==> config.mk <==
export PLATFORM = sky130hd
export DESIGN_NAME = sync_up_counter_flat
export DESIGN_NICKNAME = d
export VERILOG_FILES = /design/src/rtl/sync_up_counter_if.sv /design/src/rtl/sync_up_counter.sv /design/src/flat_wrapper.sv
export SDC_FILE = /design/constraint.sdc
export NUM_CORES = 1
export LEC_CHECK = 0
export CAP_MARGIN = 20
export CORE_AREA = 8 8 45 47
export DETAILED_ROUTE_END_ITERATION = 8
export DIE_AREA = 0 0 53 55
export PLACE_DENSITY = 0.62
export SYNTH_ARGS = -nofsm -noshare
export SYNTH_HDL_FRONTEND = slang
export SYNTH_SLANG_ARGS = --single-unit
export TNS_END_PERCENT = 100
==> constraint.sdc <==
create_clock -name clk_i -period 1.4 [get_ports clk_i]
set_clock_uncertainty 0.1 [all_clocks]
set_input_delay 0.14 -clock clk_i [delete_from_list [all_inputs] [get_ports clk_i]]
set_output_delay 0.14 -clock clk_i [all_outputs]
set_load 0.05 [all_outputs]
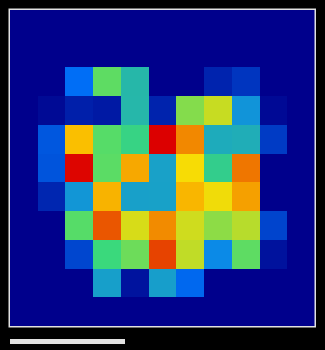
(images/cell_density.png)
The bar under the picture is 20 um long. 11 x 11 tiles, from dark blue (low) to red (high), 0 to 100% covered.
fullest tile: 100%
densest ninth of the die: centre
mean over tiles: 22%
Finished Core Util: 0.487
Initial Util: 0.240
core area: 1380 um^2

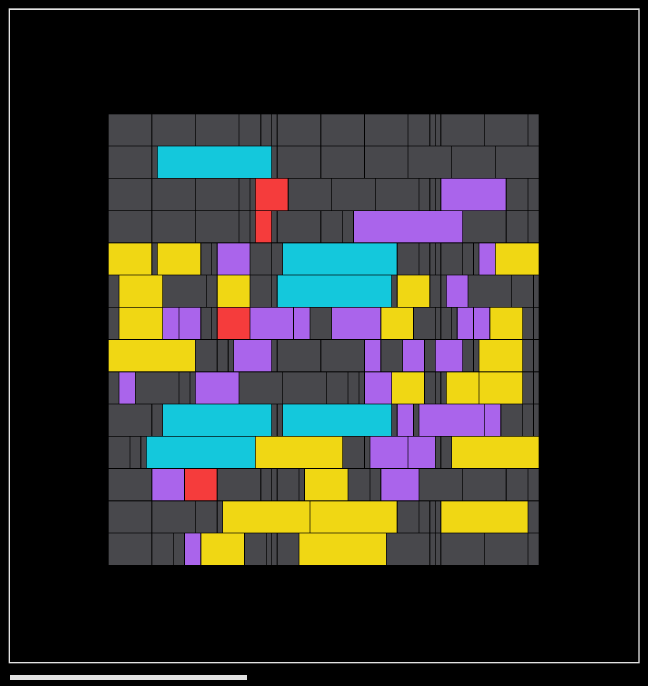
(images/placement_by_type.png)
The bar under the picture is 20 um long. Fill, decap, tap and diode cells in grey.
legend:
  combinational and other logic:
    colour: purple
    cells: 27
    share_of_their_area: 30%
  sequential cells:
    colour: cyan
    cells: 6
    share_of_their_area: 24%
  remaining buffers and delay cells:
    colour: yellow
    cells: 22
    share_of_their_area: 42%
  clock drivers and dummy loads:
    colour: red
    cells: 4
    share_of_their_area: 4.0%
row count: 14
Post-Layout Inst Area: 674 um^2
Seq area share: 0.228

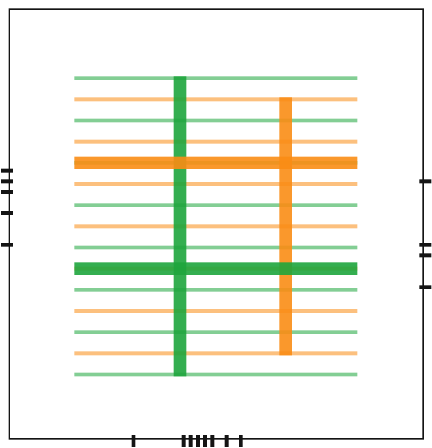
(images/power_grid.png)
Pins as bars on the die edge.
legend:
  VDD:
    colour: orange
  VSS:
    colour: green
rows: 14
met5 straps: 2
met4 straps: 2
met1 rails: 15
Max rail drop VDD: 0.440 mV
die y size: 55 um

==> impl_metrics.py <==
# Physical implementation metrics
metrics = {
    "route": {
        "drt_first_pass_iters": 2,
        "met1_length_um": 411,
        "via_per_inst": 4.49,
        "ant_nets": 0,
        "route.met2.wl_um": 488,
    },
    "cells_and_area": {
        "syn2layout_area_growth_pct": 103,
        "logic_gates": 21,
        "lay_top_count": "clkdlybuf4s50_1",
        "flop-count": 6,
        "largest_cell_class": "buffers",
        "seqCellArea_um2": 154,
        "largest_register_ffs": 4,
        "layout.area.comb_um2": 176,
        "nonClockInverterCount": 6,
        "buffers": 22,
        "nonClkBufAreaFrac": 0.408,
        "clockNetworkAreaShare": 0.0390,
        "clkbuf_count": 4,
        "final_cell_mix": "clkdlybuf4s50_1 (9), buf_12 (7), buf_4 (6)",
    },
    "setup_path": {
        "slowest_delay_ps": 420,
        "start_kind": "flip-flop",
        "cp.required_ps": 1160,
        "ff2ff_setup_slack_ps": 50,
        "cp_slowest_cell": "dfrtp_2",
        "ff2ff_path_depth": 5,
        "crit_type": "flip-flop to primary output",
        "cp.arrival_ps": 1150,
        "cp_max_fo": 2,
    },
    "synth": {
        "top_cell_area_share": 0.453,
        "area_leaders": "dfrtp_1 (45%), inv_1 (6.8%), a21oi_1 (4.5%), a221oi_2 (4.5%), a31oi_1 (3.8%)",
        "numSynthFlops": 6,
        "async_flop_share": 1.00,
        "edf_count": 0,
        "floorplan.nets": 45,
        "synth_cell_types": 19,
        "ys_sh_xor": 0.0264,
        "compound_area_frac": 0.215,
        "simple_gate_area_frac": 0.121,
        "top_logic_kind": "AND-OR/OR-AND gates",
        "ys_seq_frac": 0.453,
        "synth_cells": 34,
        "ys_sh_adder": 0.0377,
        "flop_cell": "dfrtp_1",
        "ys_sh_mux": 0.0642,
        "yosysCellCount": 34,
        "yosys_area_um2": 332,
    },
    "placement": {
        "dpl_cell_area_um2": 609,
        "place_inst": 69,
        "dp_slack_ps": -42.0,
        "place.port_buffers": 16,
    },
    "pwr": {
        "maxPowerGroup": "registers",
        "comb_power_share": 0.307,
        "pwr-share-seq": 0.373,
        "power_switching_uw": 151,
        "powerDensity_nw_per_um2": 784,
        "power_sequential_uw": 197,
        "p_sw_frac": 0.285,
        "clkPwrFrac": 0.321,
    },
    "final_timing": {
        "setup_slack_ps": 12.5,
        "max_freq_mhz": 721,
        "worst_pin_slew_ps": 367,
        "grt_setup_unrepaired": "true",
        "slew_violations": 0,
        "min_period_ps": 1390,
        "timing.final.crit_share": 0.991,
    },
    "run_status": {
        "status": "complete, no violations",
    },
    "global_routing": {
        "busiest_layer": "met2",
        "grtUsageMet3": 0.0321,
        "gr-usage-met1": 0.0877,
        "grtUsageTotal": 0.0768,
        "grt_max_degree": 9,
        "grt_pass1_vias": 328,
        "grt_pass1_wl_mm": 1.50,
    },
    "job": {
        "warning_count": 29,
        "maxCapViolCount": 0,
    },
    "floorplan": {
        "io-pin-count": 17,
        "taps": 16,
    },
    "cts": {
        "cts_setup_buffers": 1,
        "ctsResizeCount": 3,
        "clk_latency_ps": 240,
        "ctsLongestPathBuffers": 2,
        "cts.htree.levels": 1,
        "cts_buffers": 3,
        "cts_tree": "built",
        "cts.sinks": 6,
    },
    "worst_hold_path": {
        "hp-class": "input port to asynchronous set/reset pin",
    },
}
==> worst max-delay path: cells and delay by family (launching register included) <==
family / cells / cell delay, ps
adder cells (fa/ha/maj): 1 / 170
flip-flops: 1 / 420
AND/OR/NAND/NOR: 1 / 110
buffers and inverters: 2 / 200
==> metrics by stage <==
stage	power [uW]	hold slack (ps)	setup TNS, ps
3_3_place_gp	350	300	-59.4
2_1_floorplan	260	-256	-52.7
6_report	529	34.7	0
3_5_place_dp	351	298	-96.2
4_1_cts	536	30.2	-20.1
5_1_grt	567	47.0	-90.7
==> kinds of logic after synthesis <==
family | Yosys count
AND-OR/OR-AND | 10
buffers and inverters | 7
AND/OR/NAND/NOR | 7
flip-flops | 6
multiplexers | 2
XOR/XNOR | 1
adder cells (fa/ha/maj) | 1
No activity file was given, so power comes from the tool's default toggle rates.
